==> config.mk <==
export PLATFORM = sky130hd
export DESIGN_NAME = mac_accumulator
export DESIGN_NICKNAME = d
export VERILOG_FILES = /design/src/rtl/mac_accumulator.sv
export SDC_FILE = /design/constraint.sdc
export NUM_CORES = 1
export LEC_CHECK = 0
export CORE_MARGIN = 2
export CORE_UTILIZATION = 45
export CTS_CLUSTER_DIAMETER = 200
export CTS_CLUSTER_SIZE = 14
export DETAILED_ROUTE_END_ITERATION = 7
export GPL_TIMING_DRIVEN = 0
export PLACE_DENSITY = 0.64
export RECOVER_POWER = 100
export SYNTH_ARGS = -nofsm -noshare
export SYNTH_HDL_FRONTEND = slang
export SYNTH_SLANG_ARGS = --single-unit
==> constraint.sdc <==
create_clock -name clk -period 3.8 [get_ports clk]
set_input_delay 0.95 -clock clk [delete_from_list [all_inputs] [get_ports clk]]
set_output_delay 0.95 -clock clk [all_outputs]
set_load 0.05 [all_outputs]
==> src/rtl/mac_accumulator.sv <==
// Dot-product accumulator that sums multiplier products into one registered result per vector.
// Define MAC_SAT_EN to clamp the running sum on overflow instead of wrapping.
module mac_accumulator #(
  parameter int unsigned ACC_W = 24,
  parameter int unsigned CNT_W = 8
) (
  input  logic             clk,
  input  logic             rst,
  input  logic             p_valid,
  input  logic [15:0]      p_in,
  input  logic             p_last,
  output logic [ACC_W-1:0] acc_out,
  output logic [CNT_W-1:0] acc_cnt,
  output logic             acc_ovf,
  output logic             acc_valid,
  input  logic             acc_ready,
  output logic             overrun,
  output logic             busy
);

  typedef enum logic [0:0] {StIdle, StAccum} state_e;

  state_e state_q, state_d;

  logic [ACC_W-1:0] acc_q, acc_d;
  logic [CNT_W-1:0] cnt_q, cnt_d;
  logic             ovf_q, ovf_d;

  logic [ACC_W-1:0] res_sum_q, res_sum_d;
  logic [CNT_W-1:0] res_cnt_q, res_cnt_d;
  logic             res_ovf_q, res_ovf_d;
  logic             res_valid_q, res_valid_d;
  logic             overrun_q, overrun_d;

  logic [ACC_W-1:0] base_acc, sum_acc;
  logic [CNT_W-1:0] base_cnt, sum_cnt;
  logic             base_ovf, sum_ovf;
  logic [ACC_W:0]   sum_ext;
  logic             carry;
  logic             publish, accept;

  // The first beat of a vector starts from zero regardless of stale working regs.
  always_comb begin
    base_acc = (state_q == StAccum) ? acc_q : '0;
    base_cnt = (state_q == StAccum) ? cnt_q : '0;
    base_ovf = (state_q == StAccum) ? ovf_q : 1'b0;
    sum_ext  = {1'b0, base_acc} + {{(ACC_W + 1 - 16){1'b0}}, p_in};
    carry    = sum_ext[ACC_W];
`ifdef MAC_SAT_EN
    sum_acc  = carry ? {ACC_W{1'b1}} : sum_ext[ACC_W-1:0];
`else
    sum_acc  = sum_ext[ACC_W-1:0];
`endif
    sum_cnt  = (base_cnt == {CNT_W{1'b1}}) ? base_cnt
                                           : base_cnt + {{(CNT_W - 1){1'b0}}, 1'b1};
    sum_ovf  = base_ovf | carry;
  end

  always_ff @(posedge clk or posedge rst) begin
    if (rst) begin
      state_q <= StIdle;
    end else begin
      state_q <= state_d;
    end
  end

  always_comb begin
    state_d = state_q;
    unique case (state_q)
      StIdle:  if (p_valid && !p_last) state_d = StAccum;
      StAccum: if (p_valid && p_last)  state_d = StIdle;
      default: state_d = StIdle;
    endcase
  end

  always_comb begin
    busy = (state_q == StAccum);
  end

  always_comb begin
    acc_d = acc_q;
    cnt_d = cnt_q;
    ovf_d = ovf_q;
    if (p_valid) begin
      if (p_last) begin
        acc_d = '0;
        cnt_d = '0;
        ovf_d = 1'b0;
      end else begin
        acc_d = sum_acc;
        cnt_d = sum_cnt;
        ovf_d = sum_ovf;
      end
    end
  end

  // One-deep result slot: a publish into an unconsumed slot is dropped and flagged.
  always_comb begin
    publish     = p_valid && p_last;
    accept      = res_valid_q && acc_ready;
    res_sum_d   = res_sum_q;
    res_cnt_d   = res_cnt_q;
    res_ovf_d   = res_ovf_q;
    res_valid_d = res_valid_q;
    overrun_d   = overrun_q;
    if (publish && (!res_valid_q || acc_ready)) begin
      res_sum_d   = sum_acc;
      res_cnt_d   = sum_cnt;
      res_ovf_d   = sum_ovf;
      res_valid_d = 1'b1;
    end else if (publish) begin
      overrun_d   = 1'b1;
    end else if (accept) begin
      res_valid_d = 1'b0;
    end
  end

  always_ff @(posedge clk or posedge rst) begin
    if (rst) begin
      acc_q       <= '0;
      cnt_q       <= '0;
      ovf_q       <= 1'b0;
      res_sum_q   <= '0;
      res_cnt_q   <= '0;
      res_ovf_q   <= 1'b0;
      res_valid_q <= 1'b0;
      overrun_q   <= 1'b0;
    end else begin
      acc_q       <= acc_d;
      cnt_q       <= cnt_d;
      ovf_q       <= ovf_d;
      res_sum_q   <= res_sum_d;
      res_cnt_q   <= res_cnt_d;
      res_ovf_q   <= res_ovf_d;
      res_valid_q <= res_valid_d;
      overrun_q   <= overrun_d;
    end
  end

  assign acc_out   = res_sum_q;
  assign acc_cnt   = res_cnt_q;
  assign acc_ovf   = res_ovf_q;
  assign acc_valid = res_valid_q;
  assign overrun   = overrun_q;

endmodule

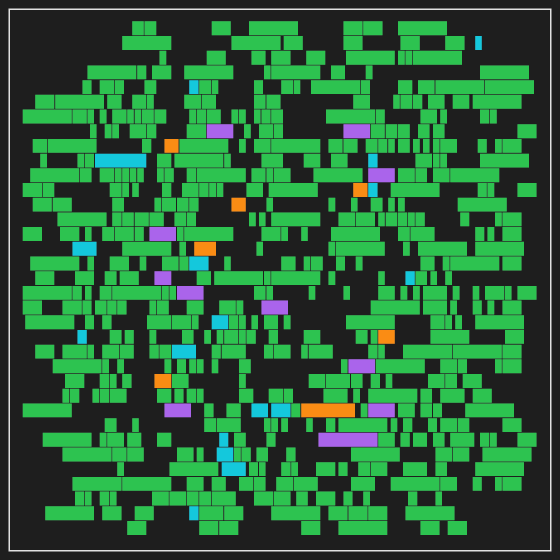
Run 1: drive-strength map
_0 and _1 cells: marked green, cells 503. _6 and larger: marked purple, cells 11. _2 cells: marked cyan, cells 17. _3 and _4 cells: marked orange, cells 7.

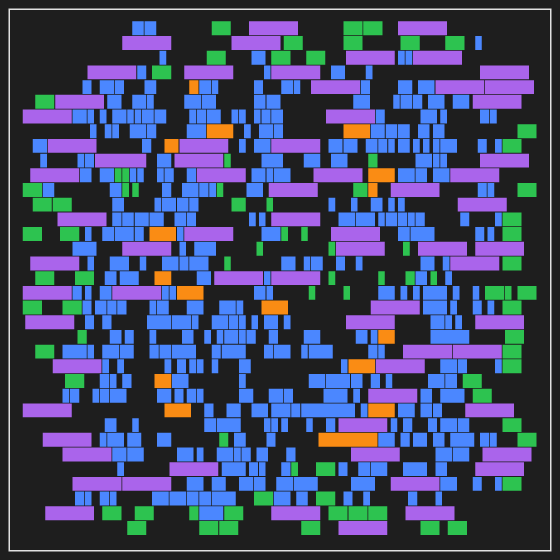
Run 1: cells coloured by class
clock drivers and dummy loads: marked orange, cells 16, share of their area 4.0%. combinational and other logic: marked blue, cells 371, share of their area 47%. sequential cells: marked purple, cells 69, share of their area 35%. remaining buffers and delay cells: marked green, cells 82, share of their area 14%.

==> flow_metrics.py, run 1 <==
# Generated from Yosys and OpenROAD reports
metrics = {
    "synth": {
        "synth_warnings": 0,
        "synthMostInstantiatedCell": "nand2_1",
        "synth_async_sr_flop_share_pct": 100,
        "synthAdderAreaFrac_pct": 5.62,
        "yosysUniqueCellTypes": 57,
        "top_cell_area_share_pct": 41.7,
        "syn_area_sq_um": 4140,
        "ys_cells": 466,
        "netlist_instances": 466,
        "ys.flops": 69,
        "topCombFamilyByArea": "simple AND/OR/NAND/NOR gates",
        "avgSynthCellArea_sq_um": 8.89,
        "ys_sh_simple_pct": 22.4,
        "top_cells_by_count": "nand2_1 (75), dfrtp_1 (69), o21ai_0 (31)",
        "seq_area_frac_synth_pct": 41.7,
        "synth_nets": 505,
    },
    "setup_path": {
        "critPathCapture": "acc_q[16]",
        "critical_path_buf_inv_count": 4,
        "cp_top_family": "AND-OR/OR-AND gates",
        "rrSetupSlack_ns": 0.16,
        "critPathRequiredTime_ns": 4.05,
        "critPathMaxStageDelay_ns": 0.50,
        "crit_fanout": 10,
        "path_class": "register to register",
        "r2r-end": "acc_q[16]",
    },
    "timing": {
        "timing.hold.ws_ns": 0.473,
        "timing.final.ws_setup_ns": 0.160,
        "setup_tns_ns": 0,
        "drv_slew": 0,
        "fin_skew_ns": 0.0115,
    },
    "grt": {
        "grt_max_degree": 70,
        "grt_pass1_vias": 3629,
    },
    "floorplanning": {
        "core.rowCount": 35,
        "die_w_um": 100,
        "core-area_sq_um": 9060,
    },
    "power": {
        "pg_comb_uw": 926,
        "p_sw_share_pct": 40.7,
        "powerSeq_uw": 918,
        "power_clock_uw": 618,
    },
    "clocking": {
        "clkSlewWorstSetupHoldPaths_ns": 0.08,
        "numCtsBuffers": 9,
        "cts_resized": 4,
        "root_buffer": "clkbuf_8",
        "clk_latency_ns": 0.36,
        "cts_tree": "built",
    },
    "routing": {
        "dr_wl_met3_um": 688,
        "drt-total-wl_um": 11200,
        "dr.pass1.iters": 6,
    },
    "cells_and_area": {
        "diodes": 0,
        "fin_nets": 572,
        "syn2layout_area_growth_pct": 21.4,
        "layout_top_cells": "nand2_1 (75), dfrtp_1 (68), dlygate4sd3_1 (38)",
    },
    "flow_run": {
        "cap_violations": 0,
    },
    "placement": {
        "gp_congestion": 0.945,
    },
    "status": {
        "status": "complete, no violations",
    },
}
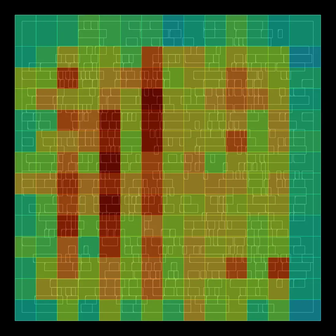
Run 1: congestion heat map
gr busiest metal: met2
Wirelength per Cell: 17.3 um
final core occ: 55.5%

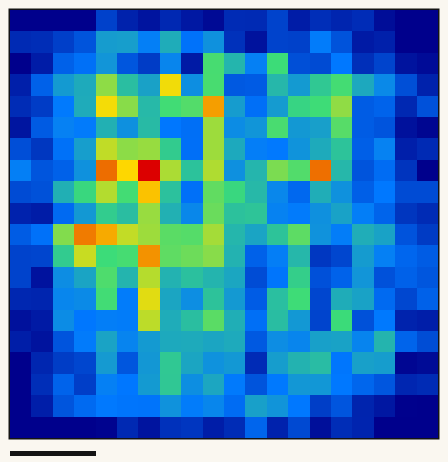
Run 1: wiring heat map
Scale bar: 20 um. 20 x 20 tiles, from dark blue (low) to red (high), scaled to the fullest tile. Values are wire area over tile area, all layers added.
6.2% of the tiles are nearly empty. 14% of the tiles are over half the peak. The mean over all tiles is 0.18. The fullest tile reaches 0.64.

## run 1: layout make-up
class                      count  area (sq um)
fill                         851          4040
multi-input combinational    354          2240
sequential                    69          1730
timing repair buffer          56           554
tap                          111           139
clock buffer                   9           124
buffer                        26           111
clock inverter                 7          73.8
inverter                      17          63.8
## run 1: flip-flops by register name (all words and copies together) (netlist names), named ones only
register and count:
acc_cnt 8, acc_out 24, acc_ovf 1, acc_q 24
acc_valid 1, cnt_q 8, overrun 1, ovf_q 1
## run 1: per-stage QoR
stage          total power (uW)  cells
2_1_floorplan              1590    466
6_report                   2460    649
3_5_place_dp               1890    632
3_3_place_gp               1880    632
5_1_grt                    2610    649
4_1_cts                    2520    648
## Run 2: what changed since run 1
Settings changed: SLEW_MARGIN from default to 10.
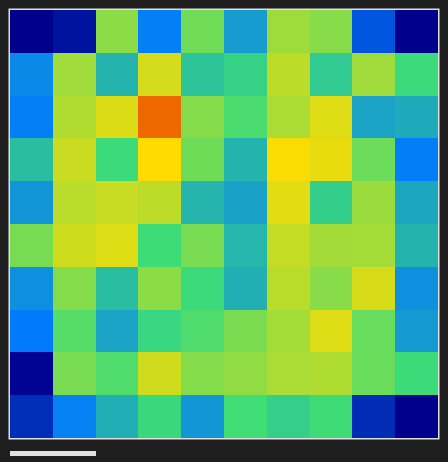
Run 2: placement density heat map
Scale bar: 20 um. 10 x 10 tiles, from dark blue (low) to red (high), 0 to 100% covered.
The fullest tile reaches 88%. 2.0% of the tiles are over 75% full. The mean over all tiles is 49%. The emptiest ninth of the die: south-west. 4.0% of the tiles are nearly empty.
Floorplan Utilization: 45.7%
final core occ: 55.9%

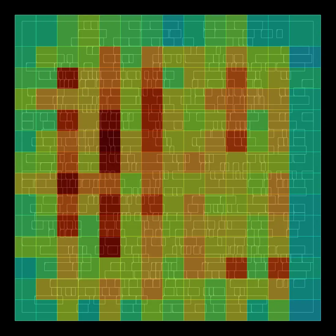
Run 2: congestion heat map
GRT met1 Usage: 34.9%
GRT Util Overall: 24.0%
grt met3 use: 2.99%
Wirelength per Cell: 17.3 um

==> run 2 against run 1 <==
Effect of this change: first-iteration DRC count shrank 5.8%; final area is 0.67% higher; maximum frequency is 2.0% higher; flip-flop count did not move; register-to-register slack improved by 0.07 ns; critical path depth unchanged; worst hold slack gained 0.0014 ns; critical endpoint is now acc_q[23]; largest power group unchanged.
==> flow_metrics.py, run 2 <==
# Generated from Yosys and OpenROAD reports
metrics = {
    "status": {
        "status": "complete, no violations",
    },
    "cells_and_area": {
        "layout_top_cells": "nand2_1 (75), dfrtp_1 (68), dlygate4sd3_1 (38)",
        "fin_cells": 650,
        "diodes": 0,
        "fin_nets": 573,
    },
    "clocking": {
        "root_buffer": "clkbuf_8",
        "cts_tree": "built",
        "clk_latency_ns": 0.37,
        "numCtsBuffers": 9,
        "cts_resized": 4,
        "clkSlewWorstSetupHoldPaths_ns": 0.08,
    },
    "timing": {
        "timing.hold.ws_ns": 0.475,
        "fin_skew_ns": 0.0129,
        "setup_tns_ns": 0,
        "drv_slew": 0,
    },
    "grt": {
        "busiest_layer": "met2",
        "grt_max_degree": 46,
    },
    "setup_path": {
        "path_class": "register to register",
        "rrSetupSlack_ns": 0.23,
        "cp_top_family": "simple AND/OR/NAND/NOR gates",
        "critPathRequiredTime_ns": 4.05,
        "r2r-end": "acc_q[23]",
        "critPathMaxStageDelay_ns": 0.47,
        "crit_fanout": 10,
        "critical_path_buf_inv_count": 4,
        "critPathCapture": "acc_q[23]",
    },
    "synth": {
        "synth_async_sr_flop_share_pct": 100,
        "synth_nets": 505,
        "avgSynthCellArea_sq_um": 8.89,
        "seq_area_frac_synth_pct": 41.7,
        "synth_warnings": 0,
        "ys.flops": 69,
        "netlist_instances": 466,
        "top_cell_area_share_pct": 41.7,
        "ys_cells": 466,
        "synthMostInstantiatedCell": "nand2_1",
        "syn_area_sq_um": 4140,
    },
    "routing": {
        "dr_wl_met3_um": 631,
        "drt-total-wl_um": 11300,
    },
    "placement": {
        "gp_congestion": 0.945,
    },
    "power": {
        "p_sw_share_pct": 39.9,
        "p_total_uw": 2540,
        "power.switching_uw": 1010,
        "power_clock_uw": 694,
        "powerSeq_uw": 920,
    },
    "floorplanning": {
        "core-area_sq_um": 9060,
        "core.rowCount": 35,
    },
    "flow_run": {
        "cap_violations": 0,
    },
}
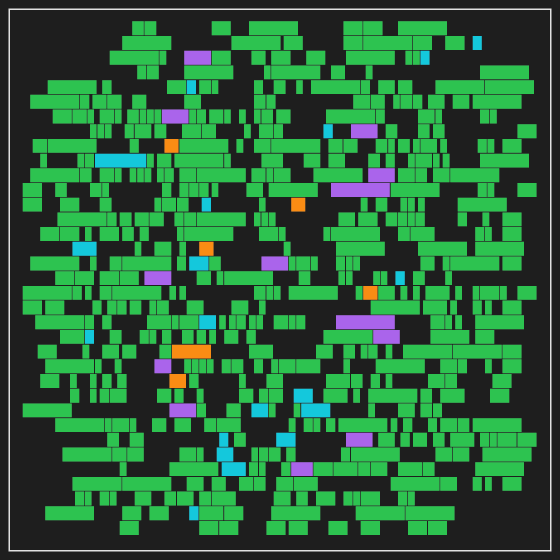
Run 2: drive-strength map
_3 and _4 cells: marked orange, cells 6. _6 and larger: marked purple, cells 13. _0 and _1 cells: marked green, cells 501. _2 cells: marked cyan, cells 19.
Non-clk bufs: 83
Final Cell Area: 5060 sq um
setup ws final: 0.231 ns
P&R area growth vs syn: 22.2%

## run 2: kinds of logic (layout without fill, tap and decap cells)
| logic type | count (synthesis) | in the layout | share of synthesized area [%] |
|---|---|---|---|
| xor gates and xnor gates | 16 | 16 | 3.38 |
| DFF | 69 | 69 | 41.7 |
| buffers and inverters | 43 | 116 | 4.26 |
| muxes | 3 | 3 | 0.725 |
| AOI/OAI and AO/OA | 128 | 128 | 22.0 |
| and+or+nand+nor | 189 | 189 | 22.4 |
| adders and majority gates | 18 | 18 | 5.62 |
## run 2: layout make-up
type,instances,area [sq um]
buffer,26,116
clock buffer,9,124
clock inverter,7,97.6
fill,859,4000
inverter,17,65.1
multi-input combinational,354,2230
sequential,69,1730
tap,111,139
timing repair buffer,57,563
Power and IR drop assume default switching activity.
